### config.mk
export PLATFORM = sky130hd
export DESIGN_NAME = m68k_sram_ctrl
export DESIGN_NICKNAME = d
export VERILOG_FILES = /design/src/rtl/m68k_bus_pkg.sv /design/src/rtl/sram_ws_counter.sv /design/src/rtl/m68k_sram_ctrl.sv
export SDC_FILE = /design/constraint.sdc
export NUM_CORES = 1
export LEC_CHECK = 0
export CAP_MARGIN = 20
export CORE_MARGIN = 4
export CORE_UTILIZATION = 35
export CTS_CLUSTER_DIAMETER = 60
export DETAILED_ROUTE_END_ITERATION = 16
export HOLD_SLACK_MARGIN = 0.06
export PLACE_DENSITY = 0.79
export SYNTH_ARGS = -nofsm -noshare
export SYNTH_HDL_FRONTEND = slang
export SYNTH_SLANG_ARGS = --single-unit
### constraint.sdc
create_clock -name clk -period 2.5 [get_ports clk]
set_input_delay 0.5 -clock clk [delete_from_list [all_inputs] [get_ports clk]]
set_output_delay 0.5 -clock clk [all_outputs]
set_load 0.005 [all_outputs]
### src/rtl/m68k_bus_pkg.sv
// Shared types and widths for the 68000-to-async-SRAM bridge.
// Bus state encoding and address/data window widths.
package m68k_bus_pkg;
  localparam int SRAM_AW = 20;
  localparam int DW      = 16;
  localparam int CPU_AW  = 23;
  localparam int WIN_W   = 3;

  typedef enum logic [2:0] {
    IDLE   = 3'd0,
    SETUP  = 3'd1,
    ACCESS = 3'd2,
    HOLD   = 3'd3,
    DONE   = 3'd4
  } state_t;
endpackage

### src/rtl/sram_ws_counter.sv
// Loadable 4-bit down-counter that times the SRAM access phase.
// last flags the final wait-state cycle.
module sram_ws_counter (
  input  logic       clk,
  input  logic       rst,
  input  logic       load,
  input  logic       dec,
  input  logic [3:0] load_val,
  output logic       last
);
  logic [3:0] cnt;

  always_ff @(posedge clk or posedge rst) begin
    if (rst) begin
      cnt <= 4'd0;
    end else if (load) begin
      cnt <= load_val;
    end else if (dec && cnt != 4'd0) begin
      cnt <= cnt - 4'd1;
    end
  end

  assign last = (cnt == 4'd1);
endmodule

### src/rtl/m68k_sram_ctrl.sv
// 68000 asynchronous bus to 1Mx16 async SRAM bridge with programmable wait states.
// SRAM strobes are decoded from the registered state only, so reset clears them asynchronously.
module m68k_sram_ctrl
  import m68k_bus_pkg::*;
#(
  parameter logic [WIN_W-1:0] BASE_A23_21 = 3'b000,
  parameter int               WAIT_STATES = 2
) (
  input  logic               clk,
  input  logic               rst,
  input  logic [CPU_AW:1]    cpu_addr,
  input  logic               cpu_as_n,
  input  logic               cpu_uds_n,
  input  logic               cpu_lds_n,
  input  logic               cpu_rw,
  input  logic [DW-1:0]      cpu_wdata,
  output logic [DW-1:0]      cpu_rdata,
  output logic               cpu_dtack_n,
  output logic [SRAM_AW-1:0] sram_addr,
  output logic [DW-1:0]      sram_wdata,
  input  logic [DW-1:0]      sram_rdata,
  output logic               sram_ce_n,
  output logic               sram_oe_n,
  output logic               sram_we_n,
  output logic               sram_ub_n,
  output logic               sram_lb_n,
  output state_t             dbg_state
);
  state_t             state, state_nxt;
  logic [SRAM_AW-1:0] addr_q;
  logic [DW-1:0]      wdata_q;
  logic               rw_q, ub_q, lb_q;
  logic               hit, last;

  assign hit = !cpu_as_n && (!cpu_uds_n || !cpu_lds_n) &&
               (cpu_addr[CPU_AW:CPU_AW-WIN_W+1] == BASE_A23_21);

  sram_ws_counter u_ws (
    .clk      (clk),
    .rst      (rst),
    .load     (state == SETUP),
    .dec      (state == ACCESS),
    .load_val (4'(WAIT_STATES)),
    .last     (last)
  );

  always_ff @(posedge clk or posedge rst) begin
    if (rst) begin
      state <= IDLE;
    end else begin
      state <= state_nxt;
    end
  end

  // AS_n rising anywhere past IDLE ends the cycle; DONE waits for it to release DTACK.
  always_comb begin
    state_nxt = state;
    case (state)
      IDLE:    if (hit) state_nxt = SETUP;
      SETUP:   state_nxt = cpu_as_n ? IDLE : ACCESS;
      ACCESS:  if (cpu_as_n) state_nxt = IDLE;
               else if (last) state_nxt = HOLD;
      HOLD:    state_nxt = cpu_as_n ? IDLE : DONE;
      DONE:    if (cpu_as_n) state_nxt = IDLE;
      default: state_nxt = IDLE;
    endcase
  end

  // Capture only from IDLE so address, data and lanes stay frozen until the next cycle.
  always_ff @(posedge clk or posedge rst) begin
    if (rst) begin
      addr_q  <= '0;
      wdata_q <= '0;
      rw_q    <= 1'b1;
      ub_q    <= 1'b1;
      lb_q    <= 1'b1;
    end else if (state == IDLE && hit) begin
      addr_q  <= cpu_addr[SRAM_AW:1];
      wdata_q <= cpu_wdata;
      rw_q    <= cpu_rw;
      ub_q    <= cpu_uds_n;
      lb_q    <= cpu_lds_n;
    end
  end

  always_ff @(posedge clk or posedge rst) begin
    if (rst) begin
      cpu_rdata <= '0;
    end else if (state == ACCESS && !cpu_as_n && last && rw_q) begin
      cpu_rdata <= sram_rdata;
    end
  end

  assign sram_addr   = addr_q;
  assign sram_wdata  = wdata_q;
  assign sram_ce_n   = (state == IDLE);
  assign sram_oe_n   = !(rw_q && (state == SETUP || state == ACCESS || state == HOLD));
  assign sram_we_n   = !(!rw_q && state == ACCESS);
  assign sram_ub_n   = (state == IDLE) ? 1'b1 : ub_q;
  assign sram_lb_n   = (state == IDLE) ? 1'b1 : lb_q;
  assign cpu_dtack_n = (state != DONE);
  assign dbg_state   = state;
endmodule
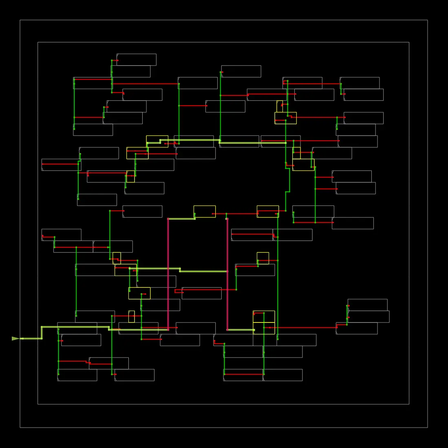
Fig. 1. Clock wiring as the flow saved it.
Seq Cell Count: 62
Clock Skews: 0.00391 ns

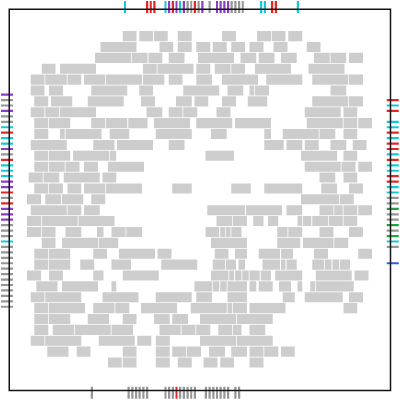
Fig. 2. Pin map.
Scale: 4 px per um. Pins as bars across the die edge, other pins in grey.
- cpu_wdata: purple (pins 16; direction input; edge 8 north, 8 west)
- cpu_as_n: blue (pins 1; direction input; edge east)
- dbg_state: green (pins 3; direction output; edge east)
- cpu_addr: cyan (pins 23; direction input; edge 10 east, 7 west, 6 north)
- sram_addr: red (pins 20; direction output; edge 8 east, 7 north, 4 west, 1 south)
- all pins by edge: 40 west, 29 north, 28 east, 25 south

==> notes.md <==
flow finished, numbers: path class of the lowest-slack min-delay path=reg -> reg, NetSw=~0.74 mW, clock network fraction of design power=roughly a quarter, count of max-cap constraint violations=0, Worst Setup Slack post-DPL=between 0.3 and 0.4 ns, outcome=complete, no violations, final number of setup-violating endpoints=0, drt pass-1 iters=4, FA/HA/MAJ Cells, Area Fraction=under 10%, type of the setup path with the least slack=reg -> out, unrepaired setup endpoints after global routing=false, Placed Cells incl. Taps=between 300 and 400, number of cell rows=31, Total Negative Setup Slacks=0 ns, area fraction in mux cells=27.0%, proportion of layout cells with a drive suffix above 1=a little under a third, effective utilization at floorplan=a little over a third, yosys cell count=~170, xor and xnor area share after synthesis=less than 1%, launch point of the worst hold path=sram_wdata[6], io pins=122, synthesized-area fraction occupied by ao, oa, aoi and oai cells=around 1.5%, arrival time at the worst endpoint=roughly 1.8 ns, slack of the critical path=approximately 0.19 ns
## kinds of logic (layout without fill, tap and decap cells)
| logic type | count (synthesis) | in the layout |
|---|---|---|
| DFF | 62 | 62 |
| muxes | 57 | 57 |
| and+or+nand+nor | 27 | 27 |
| buffers and inverters | 11 | 145 |
| AOI/OAI and AO/OA | 6 | 6 |
| adders and majority gates | 3 | 3 |
| xor gates and xnor gates | 1 | 1 |
## power groups by stage
| stage | clock, mW | sequential, mW | combinational (mW) |
|---|---|---|---|
| 4_1_cts | 0.775 | 1.36 | 0.845 |
| 3_5_place_dp | 0 | 1.37 | 0.841 |
| 2_1_floorplan | 0 | 1.36 | 0.314 |
| 6_report | 0.740 | 1.36 | 0.829 |
| 3_3_place_gp | 0 | 1.36 | 0.817 |
| 5_1_grt | 0.826 | 1.39 | 0.902 |
## Yosys cell counts (all sizes together)
master   n
dfrtp   59
mux2    55
buf      8
nand2    5
nand3    5
or3b     4
dfstp    3
ha       3
inv      3
nor3     3
mux2i    2
nand3b   2
nor3b    2
o21ai    2
or2      2
a211oi   1
a21boi   1
a21oi    1
nand2b   1
nor2     1
nor4     1
nor4b    1
o311ai   1
xnor2    1
## per-layer routing
metal | routed length [um] | track usage, % | up-vias
li1 | - | - | 843
met1 | 2420 | 16.5 | 882
met2 | 2950 | 23.3 | 75
met3 | 554 | 6.29 | 5
met4 | 51 | 4.33 | 0
met5 | 0 | 0 | -
## flip-flops by register name, summed over array words and instances (netlist names)
name / count
u_ws.cnt: 4
ub_q: 1
dbg_state: 3
rw_q: 1
lb_q: 1
cpu_rdata: 16
sram_addr: 20
sram_wdata: 16
## worst max path at each step
| stage | startpoint | end | slack (ns) | cells after the start |
|---|---|---|---|---|
| 2_1_floorplan | rst | cpu_rdata[0] | 0.46 | 1 |
| 3_3_place_gp | cpu_as_n | sram_addr[5] | 0.33 | 5 |
| 3_5_place_dp | cpu_as_n | sram_addr[5] | 0.30 | 5 |
| 4_1_cts | dbg_state[0] | sram_oe_n | 0.06 | 3 |
| 5_1_grt | dbg_state[2] | sram_oe_n | 0.10 | 2 |
| 6_report | rw_q | sram_oe_n | 0.19 | 2 |
## critical path, stage by stage, from the launching register on
cell and delay, ns:
sky130_fd_sc_hd__dfstp_2 0.57, sky130_fd_sc_hd__or3b_2 0.45, sky130_fd_sc_hd__clkdlybuf4s50_1 0.47
## area by class of cell
cell class                      count  area share (%)
Multi-Input combinational cell     94            24.5
Inverter                            3           0.272
Sequential cell                    62            37.7
Tap cell                           99            2.99
Clock buffer                       12            3.51
Clock inverter                      4           0.544
Timing Repair Buffer              126            30.5
Power and IR drop assume default switching activity.
